### src/rtl/sw_debounce.sv
// Per-bit switch synchronizer and debouncer: sw_db follows sw after DB_CYCLES stable cycles.
// Compile-time option: define SW_SYNC3_EN to add a third synchronizer stage.
module sw_debounce #(
    parameter int N         = 4,
    parameter int DB_CYCLES = 16
) (
    input  logic         clk,
    input  logic         rst,
    input  logic [N-1:0] sw,
    output logic [N-1:0] sw_db,
    output logic         changed
);

    localparam int CW = (DB_CYCLES > 1) ? $clog2(DB_CYCLES) : 1;
    localparam logic [CW-1:0] CNT_MAX = CW'(DB_CYCLES - 1);

    logic [N-1:0]  sync1;
    logic [N-1:0]  sync2;
    logic [N-1:0]  db_in;
    logic [N-1:0]  upd;
    logic [N-1:0]  sw_db_nxt;
    logic [CW-1:0] cnt     [N];
    logic [CW-1:0] cnt_nxt [N];

`ifdef SW_SYNC3_EN
    logic [N-1:0] sync3;

    always_ff @(posedge clk) begin
        if (rst) begin
            sync3 <= '0;
        end else begin
            sync3 <= sync2;
        end
    end

    assign db_in = sync3;
`else
    assign db_in = sync2;
`endif

    // A mismatch that survives DB_CYCLES consecutive edges commits; any match restarts the count.
    always_comb begin
        upd = '0;
        for (int unsigned i = 0; i < N; i++) begin
            cnt_nxt[i] = '0;
            if (db_in[i] != sw_db[i]) begin
                if (cnt[i] == CNT_MAX) begin
                    upd[i] = 1'b1;
                end else begin
                    cnt_nxt[i] = cnt[i] + CW'(1);
                end
            end
        end
        sw_db_nxt = (sw_db & ~upd) | (db_in & upd);
    end

    always_ff @(posedge clk) begin
        if (rst) begin
            sync1   <= '0;
            sync2   <= '0;
            sw_db   <= '0;
            changed <= 1'b0;
            for (int unsigned i = 0; i < N; i++) begin
                cnt[i] <= '0;
            end
        end else begin
            sync1   <= sw;
            sync2   <= sync1;
            sw_db   <= sw_db_nxt;
            changed <= |upd;
            for (int unsigned i = 0; i < N; i++) begin
                cnt[i] <= cnt_nxt[i];
            end
        end
    end

endmodule
### config.mk
export PLATFORM = sky130hd
export DESIGN_NAME = sw_debounce
export DESIGN_NICKNAME = d
export VERILOG_FILES = /design/src/rtl/sw_debounce.sv
export SDC_FILE = /design/constraint.sdc
export NUM_CORES = 1
export LEC_CHECK = 0
export CAP_MARGIN = 25
export CORE_ASPECT_RATIO = 0.9
export CORE_MARGIN = 10
export CORE_UTILIZATION = 51
export CTS_BUF_LIST = sky130_fd_sc_hd__clkbuf_8
export CTS_CLUSTER_SIZE = 14
export DETAILED_ROUTE_END_ITERATION = 12
export PLACE_DENSITY = 0.76
export SYNTH_ARGS = -nofsm -noshare
export SYNTH_HDL_FRONTEND = slang
export SYNTH_SLANG_ARGS = --single-unit
### constraint.sdc
create_clock -name clk -period 1 [get_ports clk]
set_input_delay 0.3 -clock clk [delete_from_list [all_inputs] [get_ports clk]]
set_output_delay 0.3 -clock clk [all_outputs]
set_load 0.01 [all_outputs]
==> results.sh, run 1 <==
# yosys + openroad results
export IMPL_status="finished, violations left"
export IMPL_violations="negative setup slack"
export IMPL_antenna_left=0
export IMPL_gr_usage_met3=0.06007
export IMPL_ys_warn_count=0
export IMPL_report_final_setup_viol=5
export IMPL_nNetsFinal=136
export IMPL_synth_seq_area_share=0.5459
export IMPL_tritoncts="built"
export IMPL_synthesis_instances=100
export IMPL_grt_setup_unrepaired="true"
export IMPL_warnings=29
export IMPL_criticalPathCategory="flip-flop to output port"
export IMPL_p_sw_uw=445.2
export IMPL_fin_setup_tns_ns=-0.07406
export IMPL_logic_gates=65
export IMPL_ys_types=15
export IMPL_clock_skew_ns=0.005319
export IMPL_comb_cell_power_uw=91.2
export IMPL_timing_final_ws_setup_ns=-0.02633
export IMPL_floorplan_nets=110
export IMPL_power_internal_mw=1.768
export IMPL_finalPower_mw=2.213
export IMPL_taps=25
export IMPL_edf_count=0
-- run 1: stage by stage --
stage	util	cells	hold slack, ns
after global placement	0.6686	143	0.4211
after CTS	0.8026	150	0.4436
final	0.8167	151	0.3796
after floorplan	-	100	0.4138
after global routing	0.8167	151	0.3905
after detailed placement	0.6686	143	0.4292
-- run 1: path summary, 6_finish.rpt --
check,start,to,slack [ns],cells past startpoint
setup reg to reg,cnt[2][0],changed,0,4
setup / recovery,flip-flop,sw_db[1],-0.03,1
hold reg to reg,sync1[3],db_in[3],0.44,1
hold / removal,rst,flip-flop,0.38,3
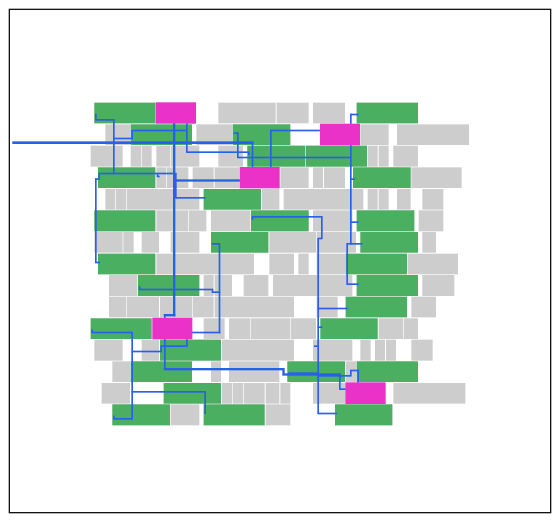
(run_1/clk_routes.png)
[magenta] clock drivers | count: 5
[green] flip-flops | count: 29
[blue] clock wires | length: 352 microns
routed clock nets: 6
Insertion Delay late pin: 0.27 ns
Clock Power Share: 0.419

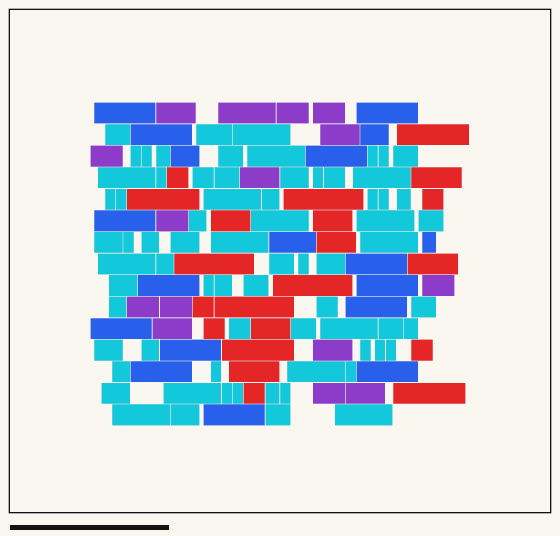
(run_1/sizes.png)
Bar = 20 microns.
[blue] _2 cells | cells: 18 | most used: dfxtp_2
[red] _3 and _4 cells | cells: 21 | most used: buf_4
[cyan] _0 and _1 cells | cells: 72 | most used: nor2_1
[purple] _6 and larger | cells: 15 | most used: buf_6
Setup WS post-layout: -0.02633 ns
Design Area, Final: 1594 sq um

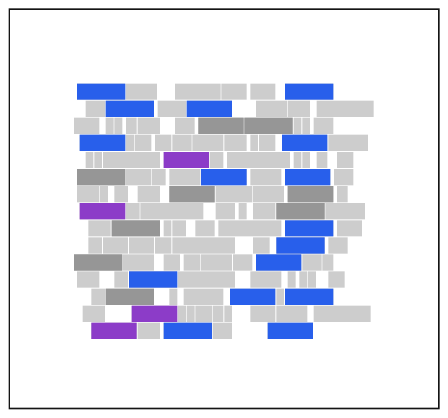
(run_1/flops_by_reg.png)
[purple] sync1 | placed flops: 4
[blue] cnt | placed flops: 16
Seq area share: 0.3752
share of the core filled with cells: 0.8167

## Run 2: what changed since run 1
- CORE_UTILIZATION: 51 -> 60
- PLACE_DENSITY: 0.76 -> 0.84
- clock period: 1 -> 1.2 ns (I/O delays scaled with it)
==> run 2 against run 1 <==
Net effect:
- the flow now finishes without violations
- design area decreased by 17%
- sequential power fell by 17%
- hold slack improved by 0.040 ns
- clock power is 23% lower
- clock-buffer cell count decreased by 1
- combinational power fell by 33%
- clock skew down 0.0026 ns
- sequential cell count stayed put
- synthesized cell count is the same
- utilization shrank 3.4 points
- critical path depth rose by 3
- critical path type is now flip-flop to flip-flop
- critical endpoint is now changed
- largest cell class is now sequential cells
==> results.sh, run 2 <==
# yosys + openroad results
export IMPL_taps=24
export IMPL_grt_setup_unrepaired="false"
export IMPL_r2r_start="cnt[1][0]"
export IMPL_synthesis_instances=100
export IMPL_rrSetupSlack_ns=0.08
export IMPL_power_internal_mw=1.402
export IMPL_status="finished, final reports clean"
export IMPL_fin_setup_tns_ns=0
export IMPL_floorplan_nets=110
export IMPL_cp_num_cells=4
export IMPL_hold_depth=1
export IMPL_p_sw_uw=357.9
export IMPL_nNetsFinal=133
export IMPL_finalPower_mw=1.760
export IMPL_warnings=26
export IMPL_synth_seq_area_share=0.5459
export IMPL_crit_start="cnt[1][0]"
export IMPL_hp_start="cnt[0][0]"
export IMPL_comb_cell_power_uw=60.7
export IMPL_crit_path_end="changed"
export IMPL_antenna_left=0
export IMPL_clock_skew_ns=0.002744
export IMPL_finalInstanceArea_sq_um=1316
export IMPL_ys_warn_count=0
export IMPL_pwr_share_clk=0.403
export IMPL_reg2reg_depth=4
export IMPL_edf_count=0
-- run 2: layer usage --
layer / vias up / wire [microns] / global-route usage
met5: - / 0 / 0
met4: 0 / 21 / 0.05488
met3: 4 / 98 / 0.06542
met2: 14 / 826 / 0.1629
met1: 319 / 788 / 0.1056
li1: 372 / - / -
-- run 2: cells by family (layout without fill, tap and decap cells) --
group	count (synthesis)	count (layout)	share of synthesized area
simple gates	44	44	0.2318
flops	29	29	0.5459
xor+xnor	12	12	0.09882
buf+inv	6	30	0.02353
fa+ha+maj	4	4	0.04706
mux	4	4	0.03765
compound gates	1	1	0.01530
-- run 2: what timing repair did --
action	in CTS	in global routing
resized	16	9
setup endpoints to repair	5	4
gates cloned	0	0
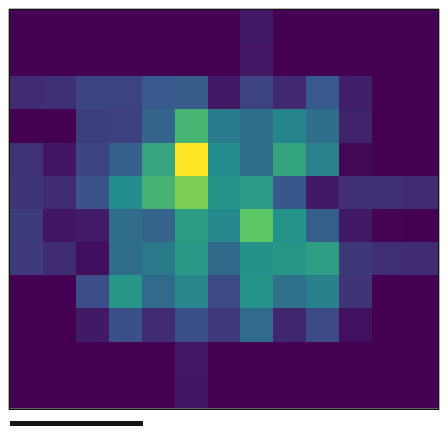
(run_2/metal_density.png)
Bar = 20 microns. 13 x 12 tiles, from dark purple (low) to yellow (high), scaled to the fullest tile. Values are wire area over tile area, all layers added.
fullest tile: 0.42
tiles over half the peak: 11%
mean over tiles: 0.072
nearly empty tiles: 42%
GRT Util Overall: 0.1037
vias: 709

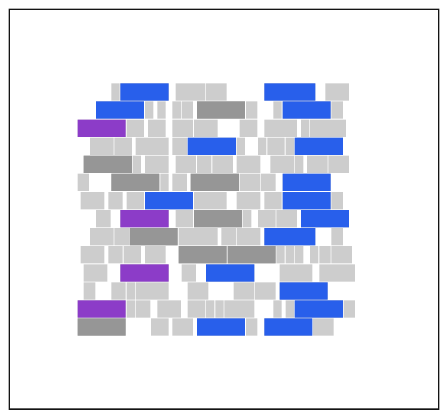
(run_2/flops_by_reg.png)
[purple] sync1 | placed flops: 4
[blue] cnt | placed flops: 16
not colored: 9
seq pwr: 989 uW
Register Area: 583.1 sq um
Seq area share: 0.4430
share of the core filled with cells: 0.7827

## Run 3: what changed since run 2
- CORE_ASPECT_RATIO: 0.9 -> unset
- SKIP_CTS_REPAIR_TIMING: unset -> 1
==> run 3 against run 2 <==
Net effect:
- utilization increased by 1.3 points
- sequential power about the same
- sequential cell count unchanged
- sequential share of layout area decreased by 1.6 points
- design area increased by 3.2%
- clock-buffer cell count increased by 1
- largest cell class unchanged
- largest power group unchanged
==> results.sh, run 3 <==
# yosys + openroad results
export IMPL_gr_usage_met3=0.07168
export IMPL_ys_sh_simple=0.2318
export IMPL_ys_warn_count=0
export IMPL_grtUsageTotal=0.08974
export IMPL_holdWs_ns=0.4398
export IMPL_ys_sh_aoi=0.01529
export IMPL_synth_logic_top_family="simple AND/OR/NAND/NOR gates"
export IMPL_floorplan_nets=110
export IMPL_power_internal_mw=1.464
export IMPL_synthMuxAreaShare=0.03765
export IMPL_r2r_start="cnt[0][0]"
export IMPL_xor_share=0.09882
export IMPL_synthesis_instances=100
export IMPL_post_layout_nonfiller_instances=147
export IMPL_dr_max_layer_used="met4"
export IMPL_warnings=26
export IMPL_finalPower_mw=1.815
export IMPL_use_met2=0.1308
export IMPL_wl_met3_microns=112
export IMPL_p_sw_uw=351.0
export IMPL_use_met1=0.09072
export IMPL_comb_cell_power_uw=64.6
export IMPL_antenna_left=0
export IMPL_met2_length_microns=772
export IMPL_synth_flops=29
export IMPL_p_seq_uw=988
export IMPL_edf_count=0
export IMPL_pwr_share_clk=0.420
export IMPL_nNetsFinal=132
export IMPL_busiest_layer="met2"
export IMPL_report_final_setup_viol=0
export IMPL_seq_area_sq_um=580.6
export IMPL_synth_seq_area_share=0.5459
export IMPL_status="finished, final reports clean"
export IMPL_tritoncts="built"
export IMPL_clock_skew_ns=0.003531
export IMPL_criticalPathCategory="flip-flop to output port"
## run 3: area by class of cell
cell class / count / area share
sequential: 29 / 0.4273
tap: 25 / 0.02302
clock inverter: 1 / 0.002762
inverter: 4 / 0.01105
clock buffer: 6 / 0.06077
multi-input combinational: 65 / 0.3444
timing repair buffer: 17 / 0.1308
## run 3: final timing paths
kind	endpoint	slack [ns]	cells past startpoint
worst max register to register	changed	0.09	4
worst max-delay path	sw_db[0]	0.06	1
worst min register to register	db_in[3]	0.44	1
worst min-delay path	db_in[3]	0.44	1
## run 3: per-stage QoR
stage,TNS [ns],util
3_3_place_gp,-2.609,0.7319
2_1_floorplan,0,-
4_1_cts,-1.564,0.7824
6_report,0,0.7956
3_5_place_dp,-3.030,0.7319
5_1_grt,0,0.7956
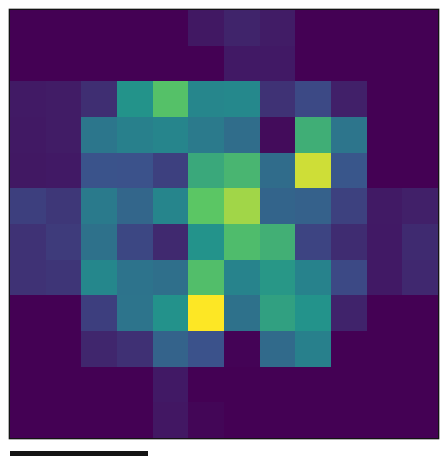
(run_3/metal_density.png)
Bar = 20 microns. 12 x 12 tiles, from dark purple (low) to yellow (high), scaled to the fullest tile. Values are wire area over tile area, all layers added.
emptiest ninth of the die: lower left
fullest tile: 0.36
mean over tiles: 0.068
vias: 695
drt wl/cell: 11.07 microns

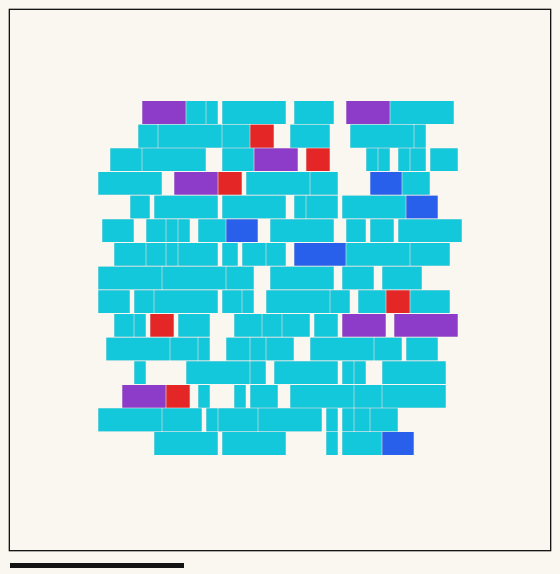
(run_3/sizes.png)
Bar = 20 microns.
[blue] _2 cells | cells: 5 | most used: nand3_2
[cyan] _0 and _1 cells | cells: 104 | most used: dfxtp_1
[red] _3 and _4 cells | cells: 6 | most used: buf_4
[purple] _6 and larger | cells: 7 | most used: clkbuf_8
Design Area, Final: 1359 sq um
area grow syn2layout: 27.76%
Setup WS post-layout: 0.06497 ns

Power is estimated from default activity; no workload was simulated.
